--- config.mk ---
export PLATFORM = sky130hd
export DESIGN_NAME = pwm_share_arbiter_flat
export DESIGN_NICKNAME = d
export VERILOG_FILES = /design/src/rtl/pwm_share_arbiter_if.sv /design/src/rtl/pwm_share_arbiter.sv /design/src/flat_wrapper.sv
export SDC_FILE = /design/constraint.sdc
export NUM_CORES = 1
export LEC_CHECK = 0
export CAP_MARGIN = 20
export CORE_MARGIN = 5
export CORE_UTILIZATION = 50
export CTS_BUF_LIST = sky130_fd_sc_hd__clkbuf_4 sky130_fd_sc_hd__clkbuf_8
export DETAILED_ROUTE_END_ITERATION = 16
export GPL_TIMING_DRIVEN = 0
export PLACE_DENSITY = 0.77
export SLEW_MARGIN = 20
export SYNTH_ARGS = -nofsm -noshare
export SYNTH_HDL_FRONTEND = slang
export SYNTH_SLANG_ARGS = --single-unit
--- constraint.sdc ---
create_clock -name sysclk -period 2 [get_ports sysclk]
set_input_delay 0.2 -clock sysclk [delete_from_list [all_inputs] [get_ports sysclk]]
set_output_delay 0.2 -clock sysclk [all_outputs]
set_load 0.05 [all_outputs]
--- src/rtl/pwm_share_arbiter_if.sv ---
// Bus bundle between the duty sequencers / board pin and the shared PWM engine.
// The slave side is the arbiter; the master side drives switches and duty requests.
interface pwm_share_arbiter_if #(
  parameter int N_REQ = 4,
  parameter int CNT_W = 6
);
  logic [N_REQ-1:0]           Enable_SW;
  logic [N_REQ*(CNT_W+1)-1:0] Duty_Req;
  logic                       Pulse;
  logic [N_REQ-1:0]           Grant;
  logic                       Period_Start;

  modport master (
    output Enable_SW, Duty_Req,
    input  Pulse, Grant, Period_Start
  );

  modport slave (
    input  Enable_SW, Duty_Req,
    output Pulse, Grant, Period_Start
  );
endinterface

--- src/rtl/pwm_share_arbiter.sv ---
// Round-robin sharing of one PWM pulse engine between N_REQ switch-enabled
// duty sources. Ownership and duty only change in the last cycle of a PWM
// period, so the shared Pulse output never carries a truncated or split pulse.
module pwm_share_arbiter #(
  parameter int N_REQ = 4,
  parameter int CNT_W = 6,
  parameter int DWELL = 3
) (
  input  logic               sysclk,
  input  logic               rst_n,
  pwm_share_arbiter_if.slave bus
);
  localparam int DUTY_W = CNT_W + 1;
  localparam int PTR_W  = (N_REQ > 1) ? $clog2(N_REQ) : 1;
  localparam int DWL_W  = 4;
  localparam logic [DUTY_W-1:0] DUTY_MAX = {1'b1, {CNT_W{1'b0}}};

  typedef enum logic {S_IDLE, S_SERVE} state_t;

  // Requests above a full period would overflow the compare; pin them at 100 %.
  function automatic logic [DUTY_W-1:0] f_clamp_duty(input logic [DUTY_W-1:0] req);
    return (req > DUTY_MAX) ? DUTY_MAX : req;
  endfunction

  function automatic logic [PTR_W-1:0] f_next_idx(input logic [PTR_W-1:0] idx);
    return (int'(idx) == N_REQ - 1) ? '0 : idx + 1'b1;
  endfunction

  function automatic logic [N_REQ-1:0] f_onehot(input logic [PTR_W-1:0] idx);
    logic [N_REQ-1:0] v;
    v      = '0;
    v[idx] = 1'b1;
    return v;
  endfunction

  logic              r_rst_meta, r_rst_sync;
  logic              w_rst_n;
  logic [N_REQ-1:0]  r_en_meta, r_en_sync;
  logic [CNT_W-1:0]  r_count;
  logic              r_pstart;
  logic              w_boundary;

  state_t            r_state, w_state_nxt;
  logic [N_REQ-1:0]  r_grant, w_grant_nxt;
  logic [PTR_W-1:0]  r_owner, w_owner_nxt;
  logic [DUTY_W-1:0] r_duty, w_duty_nxt;
  logic [DWL_W-1:0]  r_dwell, w_dwell_nxt;
  logic [PTR_W-1:0]  r_rr_ptr, w_rr_nxt;

  logic [DUTY_W-1:0] w_slice [N_REQ];
  logic              w_owner_req;
  logic              w_rotate;
  logic [PTR_W-1:0]  w_search_ptr;
  logic              w_rr_found;
  logic [PTR_W-1:0]  w_rr_idx;

  for (genvar gi = 0; gi < N_REQ; gi++) begin : g_slice
    assign w_slice[gi] = bus.Duty_Req[gi*DUTY_W +: DUTY_W];
  end

  // Reset asserts immediately but releases only after two clean sysclk edges.
  always_ff @(posedge sysclk or negedge rst_n) begin
    if (!rst_n) begin
      r_rst_meta <= 1'b0;
      r_rst_sync <= 1'b0;
    end else begin
      r_rst_meta <= 1'b1;
      r_rst_sync <= r_rst_meta;
    end
  end

  assign w_rst_n = r_rst_sync;

  // Two-flop synchronizer for the raw switch levels.
  always_ff @(posedge sysclk or negedge w_rst_n) begin
    if (!w_rst_n) begin
      r_en_meta <= '0;
      r_en_sync <= '0;
    end else begin
      r_en_meta <= bus.Enable_SW;
      r_en_sync <= r_en_meta;
    end
  end

  assign w_boundary = &r_count;

  // Free-running period counter; the strobe marks the count==0 cycle after each wrap.
  always_ff @(posedge sysclk or negedge w_rst_n) begin
    if (!w_rst_n) begin
      r_count  <= '0;
      r_pstart <= 1'b0;
    end else begin
      r_count  <= r_count + 1'b1;
      r_pstart <= w_boundary;
    end
  end

  // On dwell expiry the search starts just past the owner so others get a turn;
  // otherwise it starts at the stored round-robin pointer.
  assign w_owner_req  = r_en_sync[r_owner];
  assign w_rotate     = (r_state == S_SERVE) && w_owner_req && (r_dwell == DWL_W'(DWELL));
  assign w_search_ptr = w_rotate ? f_next_idx(r_owner) : r_rr_ptr;

  // First set request at or after w_search_ptr, with wrap-around.
  always_comb begin
    int j;
    j          = 0;
    w_rr_found = 1'b0;
    w_rr_idx   = '0;
    for (int k = N_REQ - 1; k >= 0; k--) begin
      j = int'(w_search_ptr) + k;
      if (j >= N_REQ) j = j - N_REQ;
      if (r_en_sync[PTR_W'(j)]) begin
        w_rr_found = 1'b1;
        w_rr_idx   = PTR_W'(j);
      end
    end
  end

  // Arbitration decisions, taken only in the boundary cycle.
  always_comb begin
    w_state_nxt = r_state;
    w_grant_nxt = r_grant;
    w_owner_nxt = r_owner;
    w_duty_nxt  = r_duty;
    w_dwell_nxt = r_dwell;
    w_rr_nxt    = r_rr_ptr;
    if (w_boundary) begin
      case (r_state)
        S_IDLE: begin
          if (w_rr_found) begin
            w_state_nxt = S_SERVE;
            w_owner_nxt = w_rr_idx;
            w_grant_nxt = f_onehot(w_rr_idx);
            w_duty_nxt  = f_clamp_duty(w_slice[w_rr_idx]);
            w_dwell_nxt = DWL_W'(1);
            w_rr_nxt    = f_next_idx(w_rr_idx);
          end
        end
        S_SERVE: begin
          if (!w_owner_req) begin
            // Owner released: hand over at once, or fall back to idle.
            if (w_rr_found) begin
              w_owner_nxt = w_rr_idx;
              w_grant_nxt = f_onehot(w_rr_idx);
              w_duty_nxt  = f_clamp_duty(w_slice[w_rr_idx]);
              w_dwell_nxt = DWL_W'(1);
            end else begin
              w_state_nxt = S_IDLE;
              w_grant_nxt = '0;
              w_duty_nxt  = '0;
              w_dwell_nxt = '0;
            end
          end else if (w_rotate) begin
            // The owner is still requesting, so the search always finds someone.
            w_rr_nxt    = f_next_idx(r_owner);
            w_owner_nxt = w_rr_idx;
            w_grant_nxt = f_onehot(w_rr_idx);
            w_duty_nxt  = f_clamp_duty(w_slice[w_rr_idx]);
            w_dwell_nxt = DWL_W'(1);
          end else begin
            w_dwell_nxt = r_dwell + 1'b1;
            w_duty_nxt  = f_clamp_duty(w_slice[r_owner]);
          end
        end
        default: w_state_nxt = S_IDLE;
      endcase
    end
  end

  // Arbiter state register.
  always_ff @(posedge sysclk or negedge w_rst_n) begin
    if (!w_rst_n) begin
      r_state  <= S_IDLE;
      r_grant  <= '0;
      r_owner  <= '0;
      r_duty   <= '0;
      r_dwell  <= '0;
      r_rr_ptr <= '0;
    end else begin
      r_state  <= w_state_nxt;
      r_grant  <= w_grant_nxt;
      r_owner  <= w_owner_nxt;
      r_duty   <= w_duty_nxt;
      r_dwell  <= w_dwell_nxt;
      r_rr_ptr <= w_rr_nxt;
    end
  end

  assign bus.Pulse        = ({1'b0, r_count} < r_duty) && (r_grant != '0);
  assign bus.Grant        = r_grant;
  assign bus.Period_Start = r_pstart;

endmodule

--- src/flat_wrapper.sv ---
// flat-port wrapper written by rule: the top's interface ports become plain ports
module pwm_share_arbiter_flat 
#(
  parameter int N_REQ = 4,
  parameter int CNT_W = 6,
  parameter int DWELL = 3
)
  (sysclk, rst_n, bus_Enable_SW, bus_Duty_Req, bus_Pulse, bus_Grant, bus_Period_Start);
  pwm_share_arbiter_if #(.N_REQ(N_REQ), .CNT_W(CNT_W)) bus_i ();
  input  logic sysclk;
  input  logic rst_n;
  input wire logic [$bits(bus_i.Enable_SW)-1:0] bus_Enable_SW;
  input wire logic [$bits(bus_i.Duty_Req)-1:0] bus_Duty_Req;
  output wire logic [$bits(bus_i.Pulse)-1:0] bus_Pulse;
  output wire logic [$bits(bus_i.Grant)-1:0] bus_Grant;
  output wire logic [$bits(bus_i.Period_Start)-1:0] bus_Period_Start;
  assign bus_i.Enable_SW = bus_Enable_SW;
  assign bus_i.Duty_Req = bus_Duty_Req;
  assign bus_Pulse = bus_i.Pulse;
  assign bus_Grant = bus_i.Grant;
  assign bus_Period_Start = bus_i.Period_Start;
  pwm_share_arbiter #(.N_REQ(N_REQ), .CNT_W(CNT_W), .DWELL(DWELL)) u_core (.sysclk(sysclk), .rst_n(rst_n), .bus(bus_i));
endmodule
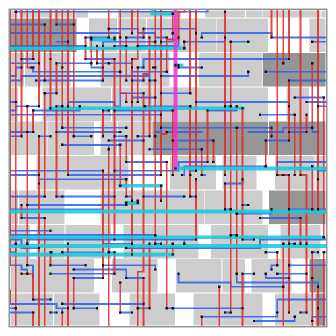
*Close-up of the layout, run 1*
Window x 26 to 51, y 11 to 36 um. Cells in gray, sequential cells in the stronger gray; small squares are vias.
met4: shown in magenta. met3: shown in cyan. met2: shown in red. met1: shown in blue.
Most frequent: mux2i_1 (4), a22o_1 (4), clkdlybuf4s50_1 (4). Netlist names of flops here include `u_core.r_duty` (2), `u_core.r_owner` (1). 43 logic cells have their middle in the window. Sequential cells in the window: 3.

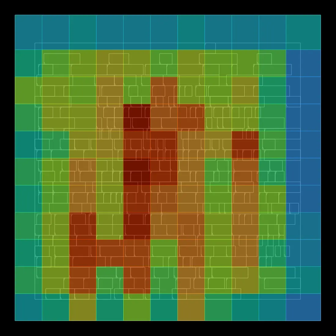
*Routing congestion, run 1*
met1 Resource Use GR: 23.5%
M2 GR Usage: 32.1%
gr busiest metal: met2

==> reports/results.tsv, run 1 <==
metric	value	unit
status	finished, violations left	
violations	setup timing	
post_cts_resized	27	
die_area	6060	sq um
cts_root_buf	clkbuf_8	
cp.depth	13	
top_regs	u_core.r_duty x7, u_core.r_count x6	
end_kind	register	
yosysTopAreaCell	dfrtp_1	
critPathMaxStageDelay	0.53	ns
critPathMaxFanout	5	
cap_violations	0	
ys_cells	216	
layout_setup_ws	-1.16	ns
grt_overflow_total	0	
nWellTaps	52	
fin_crit_sh	158	%
ys_seq_share	40.2	%
yosys.area_share.adder	6.53	%
setup_viol	16	
place_ws	-1.26	ns
fillers	333	
dr.pass1.iters	4	
postLayoutCellArea	3190	sq um
hold_class	primary input to async pin	
htree_levels	2	
p_seq	0.784	mW
rsz0062_at_grt	yes	
final-hold-violation-count	0	
fin_setup_tns	-15.20	ns
dpl.hpwl	3.80	mm
biggestCellCategory	combinational gates	
cts_buffers	5	
power_frac_seq	50.1	%
seqCellArea	928	sq um
drc	0	
place.gp.congestion	0.870	
cts_buffer_depth	2	
flop-count	37	
power_leakage	1.40	nW
inverters_excl_clock	13	
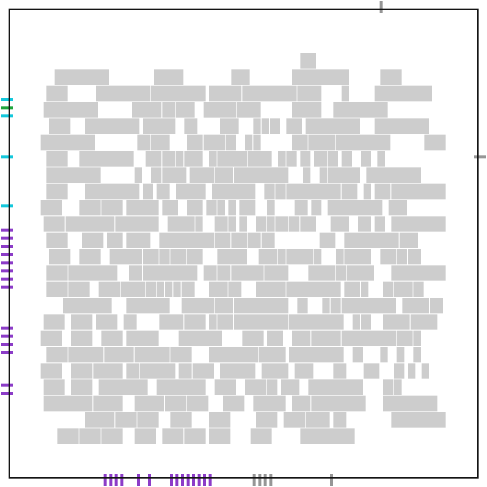
*Pin placement, run 1*
Drawn at 6 px/um. Pins as bars across the die edge, other pins in gray.
`sysclk`: shown in green, pins 1, direction input, edge west. `bus_Duty_Req`: shown in purple, pins 28, direction input, edge 14 south, 14 west. `bus_Enable_SW`: shown in cyan, pins 4, direction input, edge west.
die width: 77.8 um
count of input and output buffers: 39
Die Ht: 77.8 um

--- run 2 (diff from run 1) ---
Settings changed: PLACE_DENSITY 0.77 to 0.76.
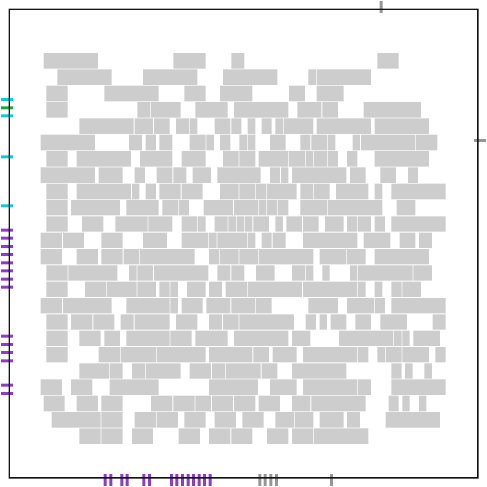
*Pin placement, run 2*
Drawn at 6 px/um. Pins as bars across the die edge, other pins in gray.

==> run 2 against run 1 <==
- the flow still finishes with violations (setup timing)
- routed wire length shrank 2.0%
- cell area up 1.6%
- sequential power about the same
- critical path depth fell by 1
- combinational power about the same
- largest power group unchanged
- power increased by 1.8%
==> reports/results.tsv, run 2 <==
metric	value	unit	change
power_frac_seq	49.1	%	-1.0 points
cts_buffer_depth	2		unchanged
grt_overflow_total	0		unchanged
avgSynthCellArea	10.7	sq um	
hold_class	primary input to async pin		
violations	setup timing		
top_regs	u_core.r_duty x7, u_core.r_count x6		
yosysTopAreaCell	dfrtp_1		
final_nets	332		
flop-count	37		unchanged
comb_area	1410	sq um	
layout_setup_ws	-1.14	ns	+0.0199 ns
antenna_found_initial	0		
synthTopCellsByCount	dfrtp_1 (37), mux2i_1 (21), nand2_1 (16), o21ai_0 (16)		
die-height	77.8	um	unchanged
synth_top_flop_cell	dfrtp_1		
place.gp.congestion	0.890		+2.3%
fin_setup_tns	-15.45	ns	-0.253 ns
die_area	6060	sq um	unchanged
whs	0.0717	ns	
yosys-stat-area	2300	sq um	
rsz0062_at_grt	yes		
track_usage	19.1	%	
clkPwrFrac	34.8	%	
end_kind	register		
status	finished, violations left		
cp.depth	12		-1
htree_levels	2		unchanged
ys_seq_share	40.2	%	unchanged
power_leakage	1.45	nW	+3.2%
cts_tree	yes		
seqCellArea	927	sq um	-0.13%
place_ws	-1.28	ns	-0.0150 ns
biggestCellCategory	combinational gates		
area_growth	41.1	%	
fin_crit_sh	157	%	-0.99 points
die_w	77.8	um	unchanged
top_area_share	40.2	%	
critPathMaxFanout	5		unchanged
dpl.hpwl	3.83	mm	+0.84%
synth_cell_types	52		
dr.pass1.iters	4		unchanged
crit_required	2.21	ns	
cts_buffers	5		unchanged
finalWorstPathRequiredPeriod	3.14	ns	
sw_frac_of_total	23.1	%	
setup_viol	16		unchanged
post_cts_resized	31		+15%
yosys.area_share.adder	6.53	%	unchanged
fillers	319		-4.2%
startpoint	u_core.r_dwell[1]$_DFFE_PN0P_		
io_buffer_count	39		unchanged
cts_root_buf	clkbuf_8		
fin_cells	339		
ys_sh_aoi	14.7	%	
p_seq	0.783	mW	about the same
ys_cells	216		unchanged
yosys-top-cells-area	dfrtp_1 (40%), mux2i_1 (9.1%), mux4_2 (6.9%)		
busiest_layer	met2		
nWellTaps	52		unchanged
path_common_cell	o21ai_1		
postLayoutCellArea	3250	sq um	+1.6%
hold_buffers	0		
nClkBuffers	8		
drc	0		unchanged
floorplan.nets	262		
inverters_excl_clock	13		unchanged
grt_pass1_wl	9.25	mm	
final-hold-violation-count	0		unchanged
drtAntennaViolNets	0		
cap_violations	0		unchanged
clk_share	3.01	%	
critPathMaxStageDelay	0.55	ns	+0.02 ns
critical_path.cell_chain	ha_2 -> or3b_4 -> or4b_4 -> and3_4 -> nand4_1 -> o21ai_1 -> a311oi_2 -> buf_6 -> buf_12 -> mux2i_1 -> a41oi_2 -> o21ai_1		
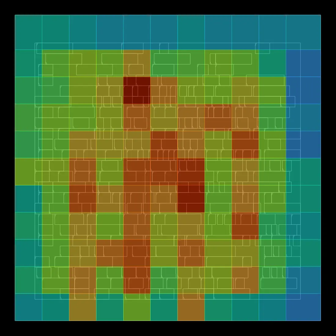
*Routing congestion, run 2*
met1 Resource Use GR: 23.8%
M2 GR Usage: 33.1%

Power is estimated from default activity; no workload was simulated.
